run_1/util_map.png
Scale bar: 50 µm. The die is cut into 14 by 7 equal tiles; black is low, pale yellow is high, 0 to 100% covered.
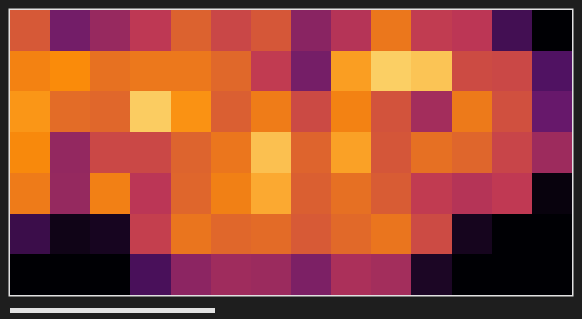
run_1/route_heat.png
Scale bar: 50 µm. The die is cut into 27 by 14 equal tiles; black is low, pale yellow is high, scaled to the fullest tile. Values are wire area over tile area, all layers added.
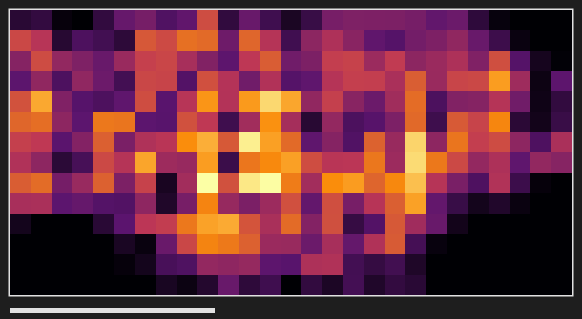
run_1/congestion_map.png
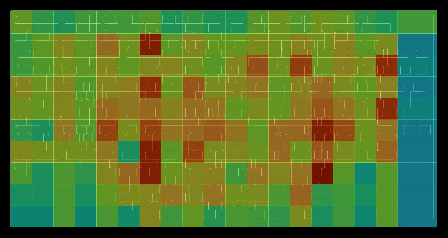
==> src/rtl/jtcps1_pal_dma.sv <==
// Palette DMA: copies enabled palette pages from VRAM into the palette buffer.
// Ports: clk/rst (async, active-high), cen; LVBL; pal_copy trigger with
//   pal_base / pal_page_en; busreq/busack handshake with the main CPU block;
//   VRAM read port (vram_addr, vram_cs, vram_data, vram_ok); palette buffer
//   write port (pal_we, pal_addr, pal_data); busy status.
// Macro JTCPS1_PALDMA_VBLANK_EN: hold accepted triggers until LVBL falls.
module jtcps1_pal_dma #(
   parameter int PAGES   = 6,
   parameter int PAGE_AW = 9
)(
   input  logic               clk,
   input  logic               rst,
   input  logic               cen,
   input  logic               LVBL,
   input  logic               pal_copy,
   input  logic [15:0]        pal_base,
   input  logic [PAGES-1:0]   pal_page_en,
   output logic               busreq,
   input  logic               busack,
   output logic [16:0]        vram_addr,
   output logic               vram_cs,
   input  logic [15:0]        vram_data,
   input  logic               vram_ok,
   output logic               pal_we,
   output logic [PAGE_AW+2:0] pal_addr,
   output logic [15:0]        pal_data,
   output logic               busy
);

`ifdef JTCPS1_PALDMA_VBLANK_EN
   localparam bit VBLANK = 1'b1;
`else
   localparam bit VBLANK = 1'b0;
`endif

   localparam int PGW = 3;

   typedef enum logic [2:0] {IDLE, REQ, RD, WR, NEXT, REL} state_t;

   state_t             st, st_nx;
   logic               pending, armed, lvbl_l, skip;
   logic [9:0]         sh_base;
   logic [PAGES-1:0]   sh_mask;
   logic [PGW-1:0]     page, first_pg, nx_pg;
   logic [PAGE_AW-1:0] off;
   logic [16:0]        src;
   logic               first_any, nx_any, trig, fall, last_off;
   logic               unused_base;

   assign unused_base = ^pal_base[15:10];
   assign trig        = pal_copy | pending;
   assign fall        = VBLANK & lvbl_l & ~LVBL;
   assign last_off    = &off;

   // lowest enabled page in the incoming mask, and the next
   // enabled page above the current one in the shadow mask
   always_comb begin
      first_any = 1'b0;
      first_pg  = '0;
      for (int i = PAGES-1; i >= 0; i--) begin
         if (pal_page_en[i]) begin
            first_any = 1'b1;
            first_pg  = PGW'(i);
         end
      end
      nx_any = 1'b0;
      nx_pg  = page;
      for (int i = PAGES-1; i >= 0; i--) begin
         if (sh_mask[i] && i > int'(page)) begin
            nx_any = 1'b1;
            nx_pg  = PGW'(i);
         end
      end
   end

   always_ff @(posedge clk or posedge rst) begin
      if (rst) st <= IDLE;
      else     st <= st_nx;
   end

   always_comb begin
      st_nx = st;
      if (cen) begin
         unique case (st)
            IDLE: begin
               if (armed) begin
                  if (fall) st_nx = REQ;
               end else if (trig) begin
                  if (!first_any)  st_nx = REL;
                  else if (VBLANK) st_nx = IDLE;
                  else             st_nx = REQ;
               end
            end
            REQ:  if (busack) st_nx = RD;
            RD:   if (busack && !skip && vram_ok) st_nx = WR;
            WR:   st_nx = NEXT;
            NEXT: st_nx = (last_off && !nx_any) ? REL : RD;
            REL:  st_nx = IDLE;
            default: st_nx = IDLE;
         endcase
      end
   end

   assign busreq    = st == REQ || st == RD || st == WR || st == NEXT;
   assign vram_cs   = st == RD && busack;
   assign pal_we    = st == WR && cen;
   assign vram_addr = {sh_base, 7'd0} + src;
   assign pal_addr  = {page, off};

   always_ff @(posedge clk or posedge rst) begin
      if (rst) begin
         pending  <= 1'b0;
         armed    <= 1'b0;
         lvbl_l   <= 1'b0;
         skip     <= 1'b0;
         sh_base  <= '0;
         sh_mask  <= '0;
         page     <= '0;
         off      <= '0;
         src      <= '0;
         pal_data <= '0;
         busy     <= 1'b0;
      end else begin
         // a trigger arriving outside IDLE (or off cen) is queued once
         if (pal_copy) pending <= 1'b1;
         if (cen) begin
            lvbl_l <= LVBL;
            unique case (st)
               IDLE: begin
                  if (!armed && trig) begin
                     pending <= 1'b0;
                     sh_base <= pal_base[9:0];
                     sh_mask <= pal_page_en;
                     page    <= first_pg;
                     off     <= '0;
                     src     <= '0;
                     skip    <= 1'b1;
                     busy    <= 1'b1;
                     armed   <= VBLANK & first_any;
                  end else if (fall) begin
                     armed   <= 1'b0;
                  end
               end
               RD: begin
                  // the first cycle of a (re)issued read may carry stale data
                  if (!busack)      skip     <= 1'b1;
                  else if (skip)    skip     <= 1'b0;
                  else if (vram_ok) pal_data <= vram_data;
               end
               NEXT: begin
                  src  <= src + 17'd1;
                  off  <= off + PAGE_AW'(1);
                  skip <= 1'b1;
                  if (last_off) page <= nx_pg;
               end
               REL: busy <= 1'b0;
               default: ;
            endcase
         end
      end
   end

endmodule

==> config.mk <==
export PLATFORM = sky130hd
export DESIGN_NAME = jtcps1_pal_dma
export DESIGN_NICKNAME = d
export VERILOG_FILES = /design/src/rtl/jtcps1_pal_dma.sv
export SDC_FILE = /design/constraint.sdc
export NUM_CORES = 1
export LEC_CHECK = 0
export CORE_ASPECT_RATIO = 0.5
export CORE_UTILIZATION = 40
export DETAILED_ROUTE_END_ITERATION = 8
export PLACE_DENSITY_LB_ADDON = 0.3
export SYNTH_ARGS = -nofsm -noshare
export SYNTH_HDL_FRONTEND = slang
export SYNTH_SLANG_ARGS = --single-unit
==> constraint.sdc <==
create_clock -name clk -period 5.7 [get_ports clk]
set_input_delay 1.14 -clock clk [delete_from_list [all_inputs] [get_ports clk]]
set_output_delay 1.14 -clock clk [all_outputs]
set_load 0.02 [all_outputs]
==> impl_metrics.yaml, run 1 <==
# yosys + openroad results
logic_synthesis:
  edf_count: 0
  top_cells_by_area: "dfrtp_1 (45%), mux2_2 (8.1%), xor2_1 (4.3%)"
  async_flop_share_pct: 100
floorplan:
  dieArea_um2: 9500
  rows: 24
  die_y_um: 69.4
place:
  dp.cells: 540
  dp_hpwl_mm: 5.63
detailed_routing:
  drt-initial-drc-count: 165
  drtAntennaViolNets: 0
  drc: 0
worst_setup_path:
  cp_data_required_time_ns: 4.56
final_timing:
  clock-skew-final_ns: 0.00411
  worst_slew_pin_slew_ns: 0.790
  hold_ws_ns: 0.493
job:
  warnings: 33
  drv_cap: 0
cts:
  clk_pin_slew_worst_paths_ns: 0.05
run_status:
  status: "completed"
global_routing:
  grt_pass1_wl_mm: 13.8
About util_map.png:
9.2% of the tiles are nearly empty. The densest ninth of the die: centre. The fullest tile reaches 90%.
Core Area: 8770 µm²
final core utilization: 55.5%
pre-placement core utilization: 41.5%

About route_heat.png:
The densest ninth of the die: centre. 27% of the tiles are over half the peak. 16% of the tiles are nearly empty.
DR vias: 2805
GRT Total Usage: 18.5%
DR WL/cell: 13.9 µm

About congestion_map.png:
gr busiest metal: met2
met2 Use GR: 29.4%

==> run 1: sequential cells by signal, indices dropped and copies added (netlist names), 3 cells and up <==
| name | cells |
|---|---|
| pal_data | 16 |
| page | 3 |
| sh_mask | 5 |
| st | 3 |
| sh_base | 10 |
| off | 9 |
| src | 17 |
==> run 1: area by class of cell <==
cell class	count	share of cell area (%)
multi-input cells	255	37.3
flip-flops and latches	66	33.9
repair buffers	89	18.1
clock buffers	11	4.99
well taps	117	3.01
clock inverters	5	1.59
inverters	13	1.00
==> run 1: synthesized netlist by cell type (3+ instances only) <==
cell type  number
a21oi_1        15
buf_4          10
clkbuf_1        3
dfrtp_1        66
ha_1           12
inv_1          13
mux2_1          3
mux2_2         26
nand2_1        34
nand2b_1        3
nand3_1        16
nand4_1         7
nor2_1         38
nor2_2          4
nor2b_1         3
nor3_1          6
nor4_4          4
o211ai_1        3
o21ai_0         8
xnor2_1        13
xor2_1         18
==> run 1: per-layer routing <==
layer	wire length, µm	GRT usage (%)	vias up	share of wire, %
li1	-	-	1388	-
met1	3640	23.9	1349	47
met2	3610	29.4	57	47
met3	368	5.63	11	4.8
met4	121	6.59	0	1.6
met5	0	0	-	0
==> run 1: critical path: stages (launching register included) <==
cell and delay (ns):
dfrtp_1 0.44, ha_1 0.28, inv_1 0.09, fa_1 0.21, inv_1 0.05, a21oi_1 0.19, o22ai_1 0.13, o41ai_1 0.41
xnor2_1 0.17, clkdlybuf4s50_1 0.62
==> run 1: through the flow <==
step / area [µm²] / setup slack [ns] / total power, mW
CTS: 4870 / 1.60 / 2.18
global placement: 4550 / 1.87 / 1.56
floorplan: 3640 / 2.76 / 1.26
global route: 4870 / 1.35 / 2.29
finish: 4870 / 1.65 / 2.15
detailed placement: 4550 / 1.89 / 1.58
==> run 1: where the power goes <==
group          total [mW]  internal [mW]  leakage (nW)  switching (mW)
Combinational       0.840          0.413          1.06           0.427
Clock               0.587          0.393         0.156           0.194
Sequential          0.723          0.596         0.855           0.127
Total                2.15           1.40          2.07           0.748
==> run 1: path summary, 6_finish.rpt <==
check | depth (start not counted) | slack [ns] | from | end
min in group asynchronous | 2 | 1.28 | rst | pal_data[11]
min reg2reg | 1 | 0.49 | sh_base[8] | sh_base[8]
max reg2reg | 4 | 3.31 | st[1] | sh_base[3]
min | 1 | 0.49 | sh_base[8] | sh_base[8]
max in group asynchronous | 3 | 3.52 | rst | pal_data[10]
max | 9 | 1.65 | src[7] | vram_addr[15]
==> run 1: logic make-up after synthesis <==
logic type,after synthesis,synth area share (%)
muxes,29,8.98
buffers and inverters,30,4.61
xor gates and xnor gates,31,7.47
DFF,66,45.4
and+or+nand+nor,133,20.1
AOI/OAI and AO/OA,49,8.74
adders and majority gates,13,4.68
==> run 1: cells in the final DEF, fill, tap and decap left out, drive strengths merged, types with 3 or more instances in the layout <==
cell type and instances:
ha 12, clkdlybuf4s50 86, clkbuf 11, mux2 29, inv 13, nand2 34, dfrtp 66, nand3 16
nor2 43, xnor2 13, nor4 6, nor2b 3, nand2b 3, a21oi 15, nand4 7, nor3 10
o211ai 3, o21ai 10, buf 3, xor2 18
run_1/m2.png
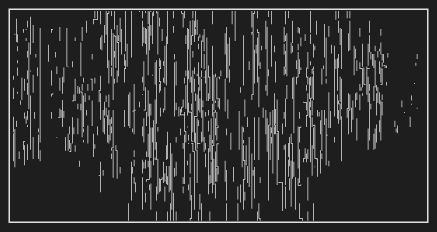

==> inputs of run 2 (changes only) <==
==> constraint.sdc (replaced) <==
create_clock -name clk -period 3.5 [get_ports clk]
set_input_delay 0.7 -clock clk [delete_from_list [all_inputs] [get_ports clk]]
set_output_delay 0.7 -clock clk [all_outputs]
set_load 0.02 [all_outputs]
run_2/m2.png
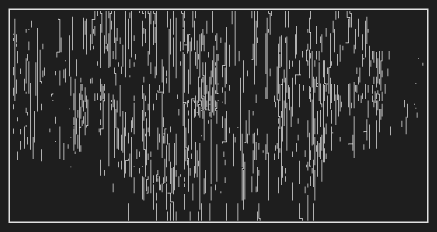
The layer holds 46% of the routed length. The wires run mostly vertical. The layer carries 3490 µm of wire. The longest straight run is 27.2 µm.
met2 Use GR: 28.2%
DR vias: 2800

run_2/util_map.png
Scale bar: 50 µm. The die is cut into 14 by 7 equal tiles; black is low, pale yellow is high, 0 to 100% covered.
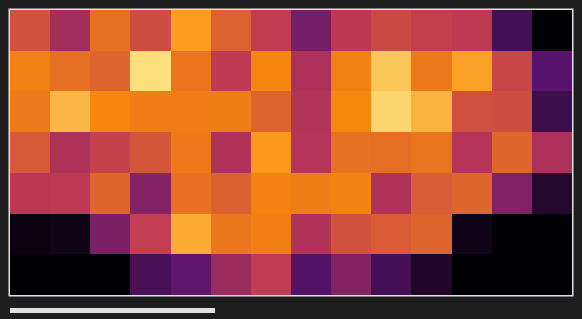
final core utilization: 55.6%

run_2/route_heat.png
Scale bar: 50 µm. The die is cut into 27 by 14 equal tiles; black is low, pale yellow is high, scaled to the fullest tile. Values are wire area over tile area, all layers added.
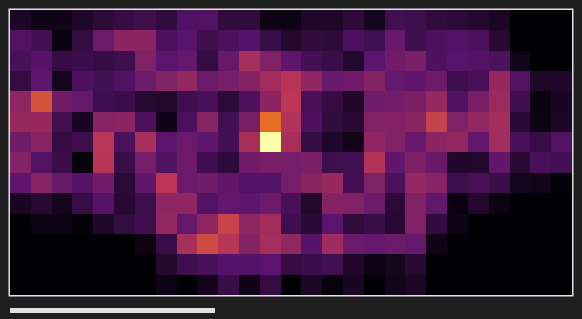
final WL: 7.67 mm
DR WL/cell: 13.7 µm

==> run 2 against run 1 <==
Effect of this change: global-route usage shrank 0.39 points; wire length decreased by 0.76%; clock skew rose by 0.0024 ns; combinational power is 63% higher; power increased by 59%; critical path depth down 1; cell area rose by 0.15%; first-iteration DRC count is 18% lower; critical endpoint is now vram_addr[13].
==> impl_metrics.yaml, run 2 <==
# yosys + openroad results
run_status:
  status: "completed"
place:
  dp_hpwl_mm: 5.55
  pre_cts_slack_ns: 0.308
global_routing:
  grt_usage_pct: 18.1
  grt_pass1_wl_mm: 13.2
worst_setup_path:
  worstReg2RegStart: "st[1]"
  crit_path_end: "vram_addr[13]"
  crit_start: "src[8]"
  rrSetupSlack_ns: 1.23
  reg2reg_to: "sh_mask[4]"
  cp_data_required_time_ns: 2.80
detailed_routing:
  drc: 0
  drtAntennaViolNets: 0
job:
  warnings: 33
  drv_cap: 0
final_timing:
  worst_slew_pin_slew_ns: 0.710
  fin_ws_ns: 0.210
  hold_ws_ns: 0.502
  fin_tns_setup_ns: 0
pwr:
  fin_total_pwr_mw: 3.41
logic_synthesis:
  edf_count: 0
  yosys.area.top_type: "dfrtp_1"
  most_common_cell: "dfrtp_1"
  async_flop_share_pct: 100
  top_cells_by_area: "dfrtp_1 (45%), mux2_2 (8.1%), xor2_1 (4.3%)"
finish:
  drive_above_1_share_pct: 14.3
  lay_top_cells: "clkdlybuf4s50_1 (84), dfrtp_1 (66), nor2_1 (38)"
  reg_top3: "src: 17 flops, pal_data: 16 flops, sh_base: 10 flops"
  final_common_cell: "clkdlybuf4s50_1"
  logic_area_um2: 1820
  regMostFlops: "src"
  largest_reg_flops: 17
floorplan:
  fp_util_pct: 41.5
  coreArea_um2: 8770
  dieArea_um2: 9500
  die_y_um: 69.4
  rows: 24
cts:
  cts_tree: "done"
  clk_pin_slew_worst_paths_ns: 0.05
==> run 2: cell types whose count changed in the layout (fill, tap and decap cells not counted), sizes merged <==
cell           previous run  this run
buf                       3         6
clkbuf                   11        13
clkdlybuf4s50            86        84
dlymetal6s2s              0         2
bufinv                    2         1
clkinvlp                  1         0
==> run 2: stage by stage <==
step	std cells	cell area, µm²
after floorplan	351	3640
after global placement	543	4580
after detailed placement	543	4580
after CTS	559	4870
after global routing	559	4870
final	559	4870
==> run 2: layout make-up <==
cell class                 instances  share of cell area (%)
multi-input combinational        255                    37.4
sequential                        66                    33.9
timing repair buffer              92                    18.9
clock buffer                      13                    4.93
tap                              117                    3.00
inverter                          13                    1.00
clock inverter                     3                   0.821
==> run 2: cell families (layout without fill, tap and decap cells) <==
group / Yosys count / after routing / synth area share (%)
simple gates: 133 / 133 / 20.1
flops: 66 / 66 / 45.4
compound gates: 49 / 49 / 8.74
xor+xnor: 31 / 31 / 7.47
buf+inv: 30 / 121 / 4.61
mux: 29 / 29 / 8.98
fa+ha+maj: 13 / 13 / 4.68
==> run 2: how the worst min path moves through the flow <==
stage / depth (start not counted) / slack, ns / start / to
global route: 1 / 0.52 / pal_data[0] / pal_data[0]
CTS: 1 / 0.50 / sh_base[8] / sh_base[8]
finish: 1 / 0.50 / sh_base[4] / sh_base[4]
detailed placement: 1 / 0.49 / sh_base[8] / sh_base[8]
global placement: 1 / 0.48 / sh_base[8] / sh_base[8]
floorplan: 1 / 0.46 / sh_base[4] / sh_base[4]
==> run 2: per-layer routing <==
layer	track usage (%)	wire length (µm)
met1	22.9	3550
met2	28.2	3490
met3	7.97	535
met4	5.13	91
met5	0	0
==> run 2: power by group <==
group | leakage (nW) | switching [mW] | internal [mW] | total (mW)
sequential | 0.855 | 0.209 | 0.971 | 1.18
combinational | 1.11 | 0.695 | 0.678 | 1.37
clock | 0.138 | 0.307 | 0.549 | 0.856
==> run 2: what timing repair did <==
action	4_1_cts	5_1_grt
setup endpoints to repair	1	2
cloned	0	0
pin swaps	0	1
resized	1	2
==> run 2: critical path, cell delays in order (launching register included) <==
cell	delay (ns)
dfrtp_1	0.44
inv_1	0.12
fa_1	0.49
inv_1	0.08
a21oi_1	0.08
o22ai_1	0.23
nor2_1	0.09
xnor2_1	0.13
clkdlybuf4s50_1	0.61
run_2/congestion_map.png
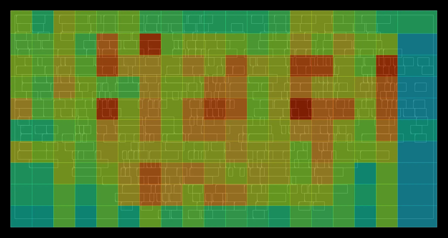

==> inputs of run 3 (changes only) <==
--- a/config.mk
+++ b/config.mk
@@ -5,10 +5,13 @@
 export SDC_FILE = /design/constraint.sdc
 export NUM_CORES = 1
 export LEC_CHECK = 0
+export CELL_PAD_IN_SITES_DETAIL_PLACEMENT = 0
+export CELL_PAD_IN_SITES_GLOBAL_PLACEMENT = 1
 export CORE_ASPECT_RATIO = 0.5
-export CORE_UTILIZATION = 40
+export CORE_UTILIZATION = 34
 export DETAILED_ROUTE_END_ITERATION = 8
 export PLACE_DENSITY_LB_ADDON = 0.3
+export SKIP_LAST_GASP = 1
 export SYNTH_ARGS = -nofsm -noshare
 export SYNTH_HDL_FRONTEND = slang
 export SYNTH_SLANG_ARGS = --single-unit
run_3/congestion_map.png
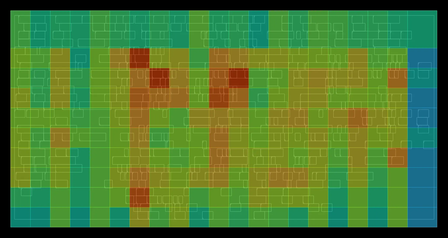
met3 usage: 6.61%
met2 Use GR: 24.2%
final core utilization: 47.6%

run_3/m1.png
Scale bar: 50 µm.
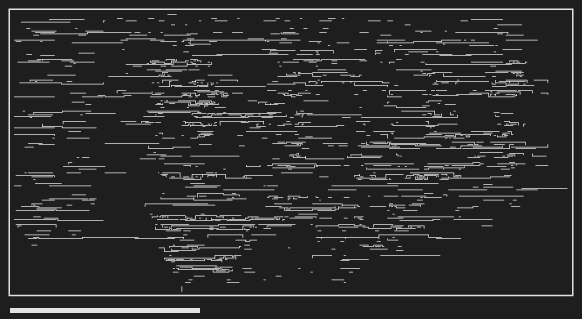
The layer carries 3600 µm of wire. The layer holds 46% of the routed length. The wires run mostly horizontal. The longest straight run is 30.8 µm. 425 nets have wire on it.
DR vias: 2805
final WL: 7.75 mm
met1 Track Usage GR: 18.8%

==> run 3 against run 2 <==
Effect of this change: critical path depth fell by 1; clock power rose by 1%; synthesized cell count did not move; via count rose by 0.18%.
==> impl_metrics.yaml, run 3 <==
# yosys + openroad results
logic_synthesis:
  edf_count: 0
  yosys.area.top_type: "dfrtp_1"
  async_flop_share_pct: 100
  top_cells_by_area: "dfrtp_1 (45%), mux2_2 (8.1%), xor2_1 (4.3%)"
  most_common_cell: "dfrtp_1"
finish:
  largest_reg_flops: 17
  drive_above_1_share_pct: 15.1
  regMostFlops: "src"
  final_cell_count_no_fill: 583
  reg_top3: "src: 17 flops, pal_data: 16 flops, sh_base: 10 flops"
  final_common_cell: "clkdlybuf4s50_1"
final_timing:
  worst_slew_pin_slew_ns: 0.693
  fin_ws_ns: 0.276
  hold_ws_ns: 0.494
  fin_tns_setup_ns: 0
floorplan:
  fp_util_pct: 35.3
  die_y_um: 75.1
  rows: 26
cts:
  cts_tree: "done"
worst_setup_path:
  crit_slowest_cell: "clkdlybuf4s50_1"
  cp_data_required_time_ns: 2.80
detailed_routing:
  drtAntennaViolNets: 0
  drc: 0
place:
  dp_hpwl_mm: 5.72
  placed_area_um2: 4610
  dp.cells: 567
  pre_cts_slack_ns: 0.313
job:
  warnings: 33
  drv_cap: 0
global_routing:
  grt_pass1_wl_mm: 12.9
pwr:
  fin_total_pwr_mw: 3.41
run_status:
  status: "completed"
run_3/route_heat.png
Scale bar: 50 µm. The die is cut into 30 by 15 equal tiles; black is low, pale yellow is high, scaled to the fullest tile. Values are wire area over tile area, all layers added.
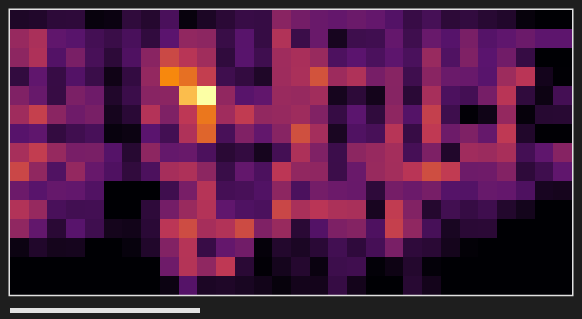
15% of the tiles are nearly empty. The mean over all tiles is 0.11. 5.8% of the tiles are over half the peak. The fullest tile reaches 0.48. The emptiest ninth of the die: south-east.
GRT Total Usage: 15.1%
DR WL/cell: 13.3 µm

==> run 3: what timing repair did <==
| action | in CTS | in global routing |
|---|---|---|
| endpoints found under the hold margin | 0 | 0 |
| gates resized | 1 | 3 |
| setup endpoints to repair | 1 | 3 |
==> run 3: area by class of cell <==
| class | count | area, µm² | area share [%] |
|---|---|---|---|
| Clock buffer | 10 | 229 | 4.67 |
| Clock inverter | 6 | 57.6 | 1.17 |
| Timing Repair Buffer | 93 | 921 | 18.8 |
| Multi-Input combinational cell | 255 | 1820 | 37.2 |
| Sequential cell | 66 | 1650 | 33.7 |
| Inverter | 13 | 48.8 | 0.994 |
| Tap cell | 140 | 175 | 3.57 |
==> run 3: logic make-up (layout without fill, tap and decap cells) <==
| group | count (synthesis) | in the layout | synth area share [%] |
|---|---|---|---|
| adders and majority gates | 13 | 13 | 4.68 |
| xor gates and xnor gates | 31 | 31 | 7.47 |
| DFF | 66 | 66 | 45.4 |
| AOI/OAI and AO/OA | 49 | 49 | 8.74 |
| and+or+nand+nor | 133 | 133 | 20.1 |
| buffers and inverters | 30 | 122 | 4.61 |
| muxes | 29 | 29 | 8.98 |
==> run 3: critical path, delay by kind of cell (launching register included) <==
| kind | cells | cell delay, ns |
|---|---|---|
| DFF | 1 | 0.43 |
| buffers and inverters | 1 | 0.61 |
| and+or+nand+nor | 2 | 0.19 |
| adders and majority gates | 1 | 0.33 |
| AOI/OAI and AO/OA | 2 | 0.51 |
| xor gates and xnor gates | 1 | 0.13 |
==> run 3: where the power goes <==
| part | internal [mW] | total (mW) | switching, mW |
|---|---|---|---|
| logic | 0.678 | 1.36 | 0.686 |
| registers | 0.970 | 1.18 | 0.208 |
| clock network | 0.546 | 0.866 | 0.320 |
==> run 3: final timing paths <==
path                       cells past startpoint  slack, ns        from            end
setup / recovery                               7       0.28      src[8]  vram_addr[14]
hold / removal                                 1       0.49  sh_base[8]     sh_base[8]
setup reg to reg                               4       1.18       st[1]     sh_mask[2]
hold reg to reg                                1       0.49  sh_base[8]     sh_base[8]
max in group asynchronous                      3       1.97         rst         src[5]
min in group asynchronous                      2       0.79         rst     sh_mask[3]
==> run 3: layer usage <==
layer / vias up / GRT usage, % / wire length [µm]
li1: 1399 / - / -
met4: 0 / 4.24 / 77
met5: - / 0 / 0
met1: 1331 / 18.8 / 3600
met2: 67 / 24.2 / 3560
met3: 8 / 6.61 / 518
No activity file was given, so power comes from the tool's default toggle rates.
